===== src/rtl/lfsr_gen.sv =====
// lfsr_gen -- Fibonacci-style XNOR LFSR with a programmable tick divider.
//
// Ports:
//   clk         : single clock, all state on the rising edge
//   rst_n       : asynchronous active-low reset
//   enable      : global run enable (load still acts when low)
//   mode        : 0 = free-run on divider tick, 1 = manual step only
//   div_max     : divider terminal count (tick period is div_max+1 cycles)
//   step        : single-cycle manual shift request (mode 1 only)
//   load        : synchronous state load strobe, overrides any shift
//   load_value  : value loaded on load
//   out         : current LFSR state
//   shift_pulse : one-cycle pulse following each shift
//   wrap        : one-cycle pulse when a normal shift returns the state to SEED
//   lockup      : one-cycle pulse when the all-ones lock state is recovered
module lfsr_gen #(
  parameter int unsigned         WIDTH     = 4,
  parameter logic [WIDTH-1:0]    TAPS      = 4'b1100,
  parameter logic [WIDTH-1:0]    SEED      = '0,
  parameter int unsigned         DIV_WIDTH = 32
) (
  input  logic                 clk,
  input  logic                 rst_n,
  input  logic                 enable,
  input  logic                 mode,
  input  logic [DIV_WIDTH-1:0] div_max,
  input  logic                 step,
  input  logic                 load,
  input  logic [WIDTH-1:0]     load_value,
  output logic [WIDTH-1:0]     out,
  output logic                 shift_pulse,
  output logic                 wrap,
  output logic                 lockup
);

  logic [WIDTH-1:0]     state_q;
  logic [WIDTH-1:0]     shifted;
  logic [WIDTH-1:0]     next_state;
  logic [DIV_WIDTH-1:0] cnt_q;
  logic [DIV_WIDTH-1:0] cnt_d;
  logic                 feedback;
  logic                 locked;
  logic                 tick;
  logic                 step_ok;
  logic                 do_shift;

  always_comb begin
    feedback   = ~^(state_q & TAPS);
    shifted    = {state_q[WIDTH-2:0], feedback};
    // All-ones is the XNOR lock state: shifting it would reproduce itself.
    locked     = &state_q;
    next_state = locked ? SEED : shifted;

    // ">=" so a counter stranded above a newly lowered div_max ticks at once.
    tick     = enable && !mode && (cnt_q >= div_max);
    step_ok  = enable && mode && step;
    do_shift = tick || step_ok;

    cnt_d = cnt_q;
    if (load) begin
      cnt_d = '0;
    end else if (enable) begin
      if (mode || tick) begin
        cnt_d = '0;
      end else begin
        cnt_d = cnt_q + DIV_WIDTH'(1);
      end
    end
  end

  always_ff @(posedge clk or negedge rst_n) begin
    if (!rst_n) begin
      state_q     <= SEED;
      cnt_q       <= '0;
      shift_pulse <= 1'b0;
      wrap        <= 1'b0;
      lockup      <= 1'b0;
    end else begin
      cnt_q       <= cnt_d;
      shift_pulse <= 1'b0;
      wrap        <= 1'b0;
      lockup      <= 1'b0;
      if (load) begin
        state_q <= load_value;
      end else if (do_shift) begin
        state_q     <= next_state;
        shift_pulse <= 1'b1;
        lockup      <= locked;
        wrap        <= !locked && (shifted == SEED);
      end
    end
  end

  assign out = state_q;

endmodule

===== config.mk =====
export PLATFORM = sky130hd
export DESIGN_NAME = lfsr_gen
export DESIGN_NICKNAME = d
export VERILOG_FILES = /design/src/rtl/lfsr_gen.sv
export SDC_FILE = /design/constraint.sdc
export NUM_CORES = 1
export LEC_CHECK = 0
export CAP_MARGIN = 30
export CORE_MARGIN = 2
export CORE_UTILIZATION = 55
export CTS_BUF_LIST = sky130_fd_sc_hd__clkbuf_8 sky130_fd_sc_hd__clkbuf_16
export DETAILED_ROUTE_END_ITERATION = 8
export GPL_TIMING_DRIVEN = 1
export MAX_ROUTING_LAYER = met4
export PLACE_DENSITY = 0.82
export SYNTH_ARGS = -nofsm -noshare
export SYNTH_HDL_FRONTEND = slang
export SYNTH_SLANG_ARGS = --single-unit

===== constraint.sdc =====
create_clock -name clk -period 2.5 [get_ports clk]
set_input_delay 0.25 -clock clk [delete_from_list [all_inputs] [get_ports clk]]
set_output_delay 0.25 -clock clk [all_outputs]
set_load 0.02 [all_outputs]

Run 1, placement density heat map:
Scale: 3 px per µm. 8 x 8 tiles, from black (low) to pale yellow (high), 0 to 100% covered.
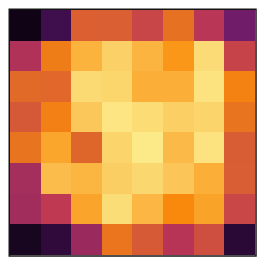
densest ninth of the die	centre
emptiest ninth of the die	south-west
mean over tiles	68%
tiles over 75% full	47%
fullest tile	96%
Util after Layout: 79.19%
fp_density: 56.55%
Core ar.: 5886 µm²

Run 1, close-up of the layout:
Region (28, 28) to (53, 53) µm. Cells in grey, sequential cells in the stronger grey; small squares are vias.
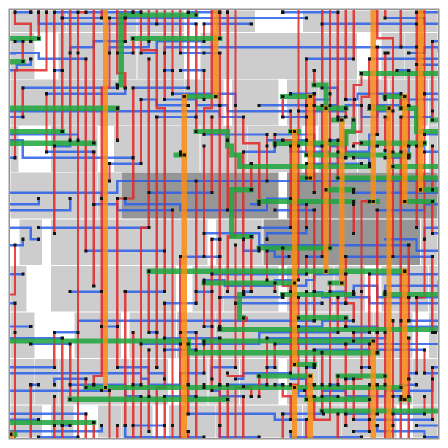
layer	colour
met4	orange
met2	red
met3	green
met1	blue
sequential cells in the window	3
cells with their middle in the window	60
netlist names of flops here include	cnt_q (3)
most frequent	nand2_1 (7), buf_4 (7), nand4_1 (6)

==> results.ini, run 1 <==
[clocking]
cts_hold_buf = 0
postCtsSetupRepairBufs = 1
clk_latency_ps = 310
cts_resized = 4
tritoncts = done
clock_path_buffers = 2
clkTransAtPathRegs_ps = 80
cts_buffers = 5
clock-sinks = 39

[yosys]
synth_area_per_cell_um2 = 7.905
ys_chip_area_um2 = 3328
synth_area_um2 = 3328
ys.warnings.count = 0
async_flop_share_pct = 100.0
largest_area_cell = dfrtp_1
synth-simple-area-share_pct = 29.96
post-synth-top-count-cell = nand2_1
ys_ff = 39
ys_cells = 421
edf_count = 0
mux_share_pct = 0.9023
synthXorXnorAreaFrac_pct = 0
syn_nets = 497
area_leaders = dfrtp_1, ha_1, nand4_1
yosys.area.top_type_share_pct = 29.32
compound_area_share_pct = 19.14
yosys-top-cells-count = nand2_1, inv_1, dfrtp_1, nand4_1, ha_1
synthAdderAreaFrac_pct = 12.78

[run_status]
failed_checks = setup timing
status = finished, violations left

[sta]
clock.fmax_mhz = 391.1
setup_tns_ps = -74.36
worst_pin_slew_ps = 956.0
setup_ws_ps = -57.08
hold_ws_ps = 80.14
hold_viol_final = 0
finClkSkew_ps = 6.753
finalSetupViolations = 2
slew_viol_final = 0
period_minus_slack_ps = 2557

[worst_setup_path]
crit_start = cnt_q[28]
r2r_end = out[3]
cp_data_arrival_time_ps = 2810
r2r_slack_ps = -60
cp_max_fo = 7
path_cells = ha_1 > nand4_1 > nor4_4 > buf_4 > and2_4 > a22oi_2 > buf_6 > buf_12 > a211oi_1 > a221o_1
cp_slowest_stage_delay_ps = 460
r2r_start = cnt_q[28]
cp.depth = 10
crit_family = simple AND/OR/NAND/NOR gates
critPathCapture = out[3]
cp.required_ps = 2750
critPathKind = flop to flop
critPathBufInv = 3
r2r.worst_path.cells = 10

[final_layout]
diodes = 0
buffer_area_share_pct = 21.93
comb_share_pct = 49.21
numSequentialCells = 39
fillCellCount = 391
largest_register_ffs = 32
multi_input_comb_cells = 314
lay_top_count = clkdlybuf4s50_1
seq_area_um2 = 979.7
clkbuf_count = 6
layout_top_cells = clkdlybuf4s50_1, nand2_1, buf_4
dominant_cells = multi-input combinational cells
nNonClkInverters = 41
drive_above_1_share_pct = 19.44
clock_area_share_pct = 2.523
num-nonclk-buffers = 102
area_growth_pct = 40.04
nNetsFinal = 579
regMostFlops = cnt_q
instances_no_fill = 579

[pwr]
swShare_pct = 26.91
ir_drop_mv = 0.2519
seq_cell_power_mw = 0.649
power_mw = 1.527
power_frac_seq_pct = 42.5
switchingPower_mw = 0.4107
powerDensity_nw_per_um2 = 327.5
internal_power_mw = 1.116
maxPowerGroup = registers

[floorplan]
chipArea_um2 = 6690
die_y_um = 81.79
nWellTaps = 75
die_width_um = 81.79

[drt]
met2_length_um = 5326
drc = 0
wl_met3_um = 910
top_layer = met4
drtPass1Iterations = 5
vias = 3880
vias_per_cell = 6.701
routed_wl_um = 10880
ant_nets = 0
met1_length_um = 4186
wl_per_cell_um = 18.79

[grt]
use_met2_pct = 49.59
top_usage_layer = met2
antenna_found_initial = 0
grtUsageTotal_pct = 28.98
grt_max_degree = 40
overflow = 0
use_met3_pct = 3.297

[placement]
place_area_um2 = 4139
place_ws_ps = -476.3
dpl.hpwl_um = 6459
numPortBuffers = 48

[job]
tool_warnings = 26
max_cap_viol_count = 0

[worst_hold_path]
hp-class = primary input to asynchronous set/reset pin

Run 1, cell classes on the final placement:
Scale: 4 px per µm. Fill, decap, tap and diode cells in grey.
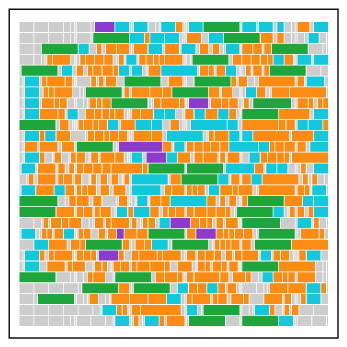
class	colour	cells	share of their area
all other logic	orange	355	54%
flip-flops	green	39	21%
clock drivers and dummy loads	purple	8	2.6%
other buffers and delay cells	cyan	102	22%
post-route cell area: 4661 µm²
Seq/total area: 21.02%
Core Rows: 28

## Run 2: what changed since run 1
Settings changed: CORE_UTILIZATION 55 to 45, GPL_TIMING_DRIVEN 1 to default, PLACE_DENSITY 0.82 to 0.69.
Run 2, placement density heat map:
Scale: 3 px per µm. 9 x 9 tiles, from black (low) to pale yellow (high), 0 to 100% covered.
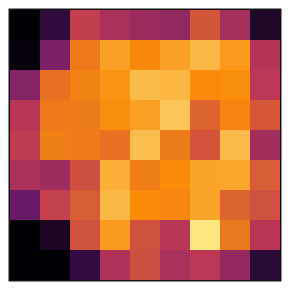
tiles over 75% full	27%
emptiest ninth of the die	south-west
densest ninth of the die	centre

Run 2, close-up of the layout:
Region (32, 32) to (57, 57) µm. Cells in grey, sequential cells in the stronger grey; small squares are vias.
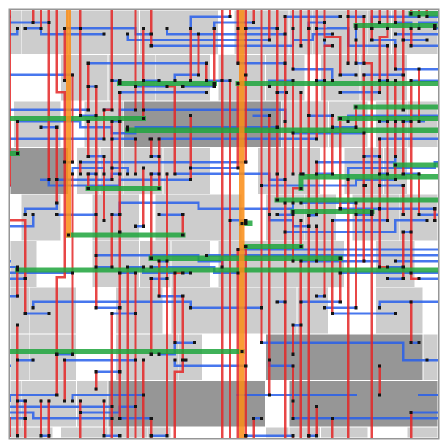
layer	colour
met3	green
met1	blue
met2	red
met4	orange
cells with their middle in the window	56
most frequent	buf_4 (14), nand2_1 (4), dfrtp_1 (4)
sequential cells in the window	4
netlist names of flops here include	cnt_q (4)

==> results.ini, run 2 <==
[floorplan]
chipArea_um2 = 8100  ; +21%
fp_util_pct = 46.13  ; -10 points
die_y_um = 90  ; +10%
core_area_um2 = 7214  ; +23%
nWellTaps = 99  ; +32%
rows = 31  ; +11%
die_width_um = 90  ; +10%

[drt]
ant_nets = 0  ; unchanged
wl_met3_um = 726  ; -20%
top_layer = met4
met1_length_um = 4119  ; -1.6%
vias_per_cell = 5.977  ; -11%
wl_per_cell_um = 16.13  ; -14%
routed_wl_um = 9954  ; -8.5%
met2_length_um = 4999  ; -6.1%
drc = 0  ; unchanged
vias = 3688  ; -4.9%
drtPass1Iterations = 5  ; unchanged

[grt]
grtUsageMet1_pct = 30.56
grtUsageTotal_pct = 24.17  ; -4.8 points
use_met2_pct = 41.29  ; -8.3 points
top_usage_layer = met2
antenna_found_initial = 0  ; unchanged
overflow = 0  ; unchanged
use_met3_pct = 4.107  ; +0.81 points
grt_max_degree = 40  ; unchanged

[final_layout]
lay_top_count = buf_4
design_area_um2 = 4718  ; +1.2%
diodes = 0  ; unchanged
largest_register_ffs = 32  ; unchanged
clock_area_share_pct = 2.890  ; +0.37 points
sh_seq_area_pct = 20.68  ; -0.34 points
drive_above_1_share_pct = 19.88  ; +0.44 points
clkbuf_count = 5  ; -1
num-nonclk-buffers = 116  ; +14%
nNonClkInverters = 41  ; unchanged
multi_input_comb_cells = 314  ; unchanged
comb_area_um2 = 2258
numSequentialCells = 39  ; unchanged
dominant_cells = multi-input combinational cells
seq_area_um2 = 975.9  ; -0.38%
fin_util_pct = 65.40  ; -14 points
layout_top_cells = buf_4, clkdlybuf4s50_1, nand2_1
area_growth_pct = 41.77
buffer_area_share_pct = 22.67  ; +0.74 points
nNetsFinal = 593  ; +2.4%
fillCellCount = 614  ; +57%
comb_share_pct = 47.87  ; -1.3 points
instances_no_fill = 617  ; +6.6%
regMostFlops = cnt_q

[yosys]
post-synth-top-count-cell = nand2_1
synth-simple-area-share_pct = 29.96  ; unchanged
ys_chip_area_um2 = 3328  ; unchanged
mux_share_pct = 0.9023  ; unchanged
yosys.area.top_type_share_pct = 29.32  ; unchanged
ys_ff = 39  ; unchanged
edf_count = 0  ; unchanged
synth.distinct_cells = 48
yosys-top-cells-count = nand2_1, inv_1, dfrtp_1, nand4_1, ha_1
compound_area_share_pct = 19.14  ; unchanged
synth_area_um2 = 3328  ; unchanged
synth_area_per_cell_um2 = 7.905  ; unchanged
syn_nets = 497  ; unchanged
ys.warnings.count = 0  ; unchanged
ys_cells = 421  ; unchanged
synthAdderAreaFrac_pct = 12.78  ; unchanged
async_flop_share_pct = 100.0  ; unchanged
synthXorXnorAreaFrac_pct = 0  ; unchanged
largest_area_cell = dfrtp_1
area_leaders = dfrtp_1, ha_1, nand4_1

[clocking]
postCtsSetupRepairBufs = 0  ; -1
clk_latency_ps = 300  ; about the same
cts_buffers = 5  ; unchanged
clock_path_buffers = 2  ; unchanged
clock-sinks = 39  ; unchanged
clockRootBuffer = clkbuf_8
clkTransAtPathRegs_ps = 90  ; about the same
tritoncts = done
cts_resized = 2  ; -2
cts_hold_buf = 0  ; unchanged

[worst_setup_path]
cp.depth = 13  ; +3
r2r_slack_ps = 90  ; +150 ps
critPathCapture = cnt_q[23]
r2r.worst_path.cells = 9  ; -1
critPathBufInv = 6  ; +3
crit_family = buffers and inverters
cp.required_ps = 2680  ; -70 ps
crit_start = div_max[31]
critPathKind = primary input to flop
cp_slowest_stage_delay_ps = 460  ; about the same
r2r_start = cnt_q[12]
cp_data_arrival_time_ps = 2600  ; -210 ps
cp_max_fo = 6  ; -1
path_cells = clkdlybuf4s50_1 > inv_1 > ha_1 > nand4_1 > nor4_2 > buf_4 > and2_4 > a22oi_2 > buf_4 > buf_4 > buf_4 > a32oi_1 > nor2_1

[sta]
hold_ws_ps = 87.24  ; +7.095 ps
worst_pin_slew_ps = 926.3  ; -29.61 ps
slew_viol_final = 0  ; unchanged
setup_tns_ps = 0  ; +74.36 ps
setup_ws_ps = 74.60  ; +131.7 ps
finalCritPeriodShare_pct = 97.02
period_minus_slack_ps = 2425  ; -131.7 ps
hold_viol_final = 0  ; unchanged
finClkSkew_ps = 10.58  ; +3.829 ps
clock.fmax_mhz = 412.3  ; +5.4%
finalSetupViolations = 0  ; -2
relSlewSlack_pct = 38.24

[pwr]
switchingPower_mw = 0.4110  ; about the same
seq_cell_power_mw = 0.650  ; about the same
swShare_pct = 25.69  ; -1.2 points
powerDensity_nw_per_um2 = 339.2  ; +3.6%
internal_power_mw = 1.189  ; +6.6%
p_leak_nw = 2.068
maxPowerGroup = the clock network
power_mw = 1.600  ; +4.8%
p_clk_mw = 0.654
ir_drop_mv = 0.2020  ; -20%

[job]
max_cap_viol_count = 0  ; unchanged
tool_warnings = 26  ; unchanged

[placement]
numPortBuffers = 48  ; unchanged
placed_cells = 599
place_area_um2 = 4297  ; +3.8%
dpl.hpwl_um = 6916  ; +7.1%
place_ws_ps = -448.3  ; +28.04 ps

[worst_hold_path]
hp-class = primary input to asynchronous set/reset pin

[run_status]
status = finished clean

